### Local utilization

8 x 8 tiles, from white (low) to dark blue (high), 0 to 100% covered.
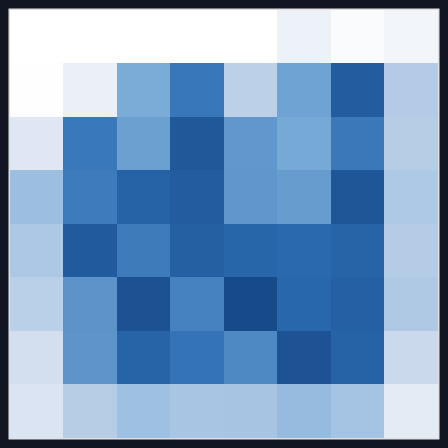
### Gate families picked out

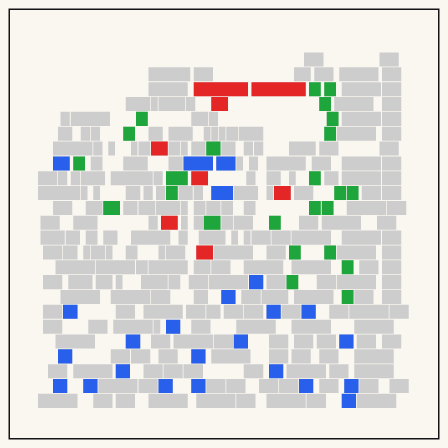
File: src/rtl/usb3_skp_scheduler.sv
// TX SKP scheduler: earns SKP ordered-set credits from transmitted symbols and
// inserts a full SKP word (2 ordered sets) at packet boundaries.
module usb3_skp_scheduler #(
  parameter int unsigned SKP_INTERVAL = 354,
  parameter int unsigned MAX_CREDIT   = 4,
  parameter int unsigned CNT_W        = 9
) (
  input  logic        local_clk,
  input  logic        reset,
  input  logic        enable,
  input  logic [31:0] in_data,
  input  logic [3:0]  in_datak,
  input  logic        in_valid,
  input  logic        in_pkt_active,
  output logic        in_ready,
  output logic [31:0] out_data,
  output logic [3:0]  out_datak,
  output logic        out_skp,
  output logic [2:0]  credit_count,
  output logic        err_skp_overrun
);

  localparam int unsigned SYMS_PER_CYCLE = 4;
  localparam logic [31:0] SKP_WORD       = 32'h3C3C_3C3C;
  localparam logic [3:0]  SKP_K          = 4'hF;

  typedef enum logic {PASS, SKIP} state_t;

  state_t           state_q, state_d;
  logic [CNT_W-1:0] sym_cnt_q, sym_cnt_d, sym_next;
  logic [2:0]       credit_d;
  logic             err_d;
  logic [31:0]      data_d;
  logic [3:0]       datak_d;
  logic             insert;
  logic             earn;

  assign sym_next = sym_cnt_q + CNT_W'(SYMS_PER_CYCLE);
  assign insert   = enable && (credit_count >= 3'd2) && !in_pkt_active;
  assign in_ready = !insert;
  assign out_skp  = (state_q == SKIP);

  // Next-state, credit accounting and output word selection
  always_comb begin
    state_d   = PASS;
    sym_cnt_d = sym_cnt_q;
    credit_d  = credit_count;
    err_d     = err_skp_overrun;
    earn      = 1'b0;
    data_d    = 32'h0;
    datak_d   = 4'h0;

    if (insert) begin
      state_d = SKIP;
    end

    if (!enable) begin
      sym_cnt_d = '0;
      credit_d  = 3'd0;
    end else if (insert) begin
      credit_d = credit_count - 3'd2;
    end else begin
      if (sym_next >= CNT_W'(SKP_INTERVAL)) begin
        sym_cnt_d = sym_next - CNT_W'(SKP_INTERVAL);
        earn      = 1'b1;
      end else begin
        sym_cnt_d = sym_next;
      end
      if (earn) begin
        if (credit_count >= 3'(MAX_CREDIT)) begin
          err_d = 1'b1;
        end else begin
          credit_d = credit_count + 3'd1;
        end
      end
    end

    if (state_d == SKIP) begin
      data_d  = SKP_WORD;
      datak_d = SKP_K;
    end else if (in_valid) begin
      data_d  = in_data;
      datak_d = in_datak;
    end
  end

  // State and output registers
  always_ff @(posedge local_clk) begin
    if (reset) begin
      state_q         <= PASS;
      sym_cnt_q       <= '0;
      credit_count    <= 3'd0;
      err_skp_overrun <= 1'b0;
      out_data        <= 32'h0;
      out_datak       <= 4'h0;
    end else begin
      state_q         <= state_d;
      sym_cnt_q       <= sym_cnt_d;
      credit_count    <= credit_d;
      err_skp_overrun <= err_d;
      out_data        <= data_d;
      out_datak       <= datak_d;
    end
  end

endmodule
File: config.mk
export PLATFORM = sky130hd
export DESIGN_NAME = usb3_skp_scheduler
export DESIGN_NICKNAME = d
export VERILOG_FILES = /design/src/rtl/usb3_skp_scheduler.sv
export SDC_FILE = /design/constraint.sdc
export NUM_CORES = 1
export LEC_CHECK = 0
export ABC_AREA = 0
export CAP_MARGIN = 25
export CORE_MARGIN = 5
export CORE_UTILIZATION = 42
export CTS_CLUSTER_SIZE = 20
export DETAILED_ROUTE_END_ITERATION = 6
export GPL_ROUTABILITY_DRIVEN = 0
export PLACE_DENSITY = 0.78
export SYNTH_ARGS = -nofsm -noshare
export SYNTH_HDL_FRONTEND = slang
export SYNTH_SLANG_ARGS = --single-unit
export TNS_END_PERCENT = 50
File: constraint.sdc
create_clock -name local_clk -period 2.31 [get_ports local_clk]
set_clock_uncertainty 0.15 [all_clocks]
set_input_delay 0.3465 -clock local_clk [delete_from_list [all_inputs] [get_ports local_clk]]
set_output_delay 0.3465 -clock local_clk [all_outputs]
set_load 0.02 [all_outputs]
==> GITHUB_STEP_SUMMARY <==
### Yosys + OpenROAD results

| Metric | Value |
|---|---|
| Status | completed |
| Worst setup margin | 0.0582 ns |
| Height of the die | 78.4 um |
| H-tree levels | 2 |
| Switch share | 22.8% |
| Internal reg-to-reg setup slack | 0.06 ns |
| Sequential-to-total area share from yosys stat | 49.9% |
| Hold WS | 0.342 ns |
| Synth Area in Simple Gates | 16.2% |
| Chip footprint | 6150 um^2 |
| DRC violations left | 0 |
| Tmin final | 2.25 ns |
| Main synth FF type | dfxtp_1 |
| IO Port Bufs | 82 |
| Cell count after synthesis | 190 |
| Psw | 357 uW |
| Wl on met1 | 2040 um |
| Top cells by count | dfxtp_1 (49), a21o_1 (20), and3_1 (18) |
| Tightest Pin Transition | 0.481 ns |
| Critical setup path kind | reg2reg |
| Yosys aoi share | 18.6% |
| Post-CTS sizing | 1 |
| DR pass1 iterations | 4 |
| Number of enable flip-flop cells | 0 |
| Ant. Diodes | 0 |
| Yosys Warn Count | 0 |
| Post-synth top area share | 49.9% |
| Cts bufs inserted | 5 |
| Max clock buf depth | 2 |
| CTS Hold Buffers Added | 0 |
| Vias per cell | 5.14 |
| CP startpoint | sym_cnt_q[2] |
| Die width | 78.4 um |
| Met1 usage | 19.8% |
| Fraction of layout cells with a size suffix above 1 | 11.7% |
| Synth flops | 49 |
| Layout overhead on the synthesized area | 52.9% |
| Tot Pwr | 1.57 mW |
| Clk sinks | 49 |
| CTS clk-pin slew, worst paths | 0.09 ns |
| Crit end category | flip-flop |
| Hold EP | err_skp_overrun |
| Wire per inst | 14.5 um |
| GRT busiest layer | met2 |
| Main logic family | AND-OR/OR-AND gates |
| Mux area share | 1.53% |
| Via Count | 1713 |
| CP cell instances | ha_1 -> nand2b_1 -> nor3_2 -> o21ba_1 -> o21a_4 -> or3_1 -> a31oi_1 |
| Pint | 1.21 mW |
| HP Class | reg2reg |
| Critical path required time | 2.38 ns |
| Reg2reg start | sym_cnt_q[2] |
| Top Metal Used | met4 |
| Critical path launch point type | flip-flop |
| Comb pwr share | 13.0% |
| Final core utilization | 67.7% |
| Max FO, Critical Path | 9 |
| Drt total wl | 4840 um |
| Mapped Area | 1970 um^2 |
| Crit path max-delay cell type | dfxtp_2 |
| Synth top area cells | dfxtp_1 (50%), a21o_1 (7.6%), and3_1 (5.7%), ha_1 (5.1%), xor2_4 (2.8%) |
| Adders+Majority by Area | 5.09% |
| Most frequent cells in the layout | clkdlybuf4s50_1 (81), dfxtp_1 (46), a21o_1 (20) |
| Arrival time worst endpoint | 2.32 ns |
| Largest register by flop count | out_data |
| Tot GR Track Use | 16.1% |
| FILL cells | 377 |
## Picture notes: 'Local utilization'
tiles over 75% full: 27%
nearly empty tiles: 9.4%
fullest tile: 90%
densest ninth of the die: centre
emptiest ninth of the die: north-west

## Picture notes: 'Gate families picked out'
| colour | family | cells |
|---|---|---|
| red | xor and xnor cells | 8 |
| green | and/or cells | 24 |
| blue | non-inverting ao/oa cells | 24 |
Comb area share: 31.3%
most frequent logic cell in the layout: clkdlybuf4s50_1
Final Non-Filler Cells: 333

==> critical path, delay by kind of cell, from the launching register on <==
kind	cells	cell delay, ns
compound gates	3	0.64
fa+ha+maj	1	0.33
simple gates	3	0.69
flops	1	0.36
==> power groups by stage <==
stage               clock [mW]  sequential (mW)  combinational [mW]
CTS                      0.504            0.880               0.206
detailed placement           0            0.900               0.204
global route             0.545            0.883               0.217
floorplan                    0            0.933              0.0394
finish                   0.485            0.880               0.204
global placement             0            0.899               0.201
==> final cells by class <==
type | instances | area [um^2] | area share [%]
well taps | 52 | 65.1 | 2.16
clock buffers | 7 | 76.3 | 2.54
repair buffers | 93 | 915 | 30.4
multi-input cells | 126 | 941 | 31.3
flip-flops and latches | 49 | 985 | 32.7
clock inverters | 1 | 7.51 | 0.250
inverters | 5 | 18.8 | 0.624
No activity file was given, so power comes from the tool's default toggle rates.
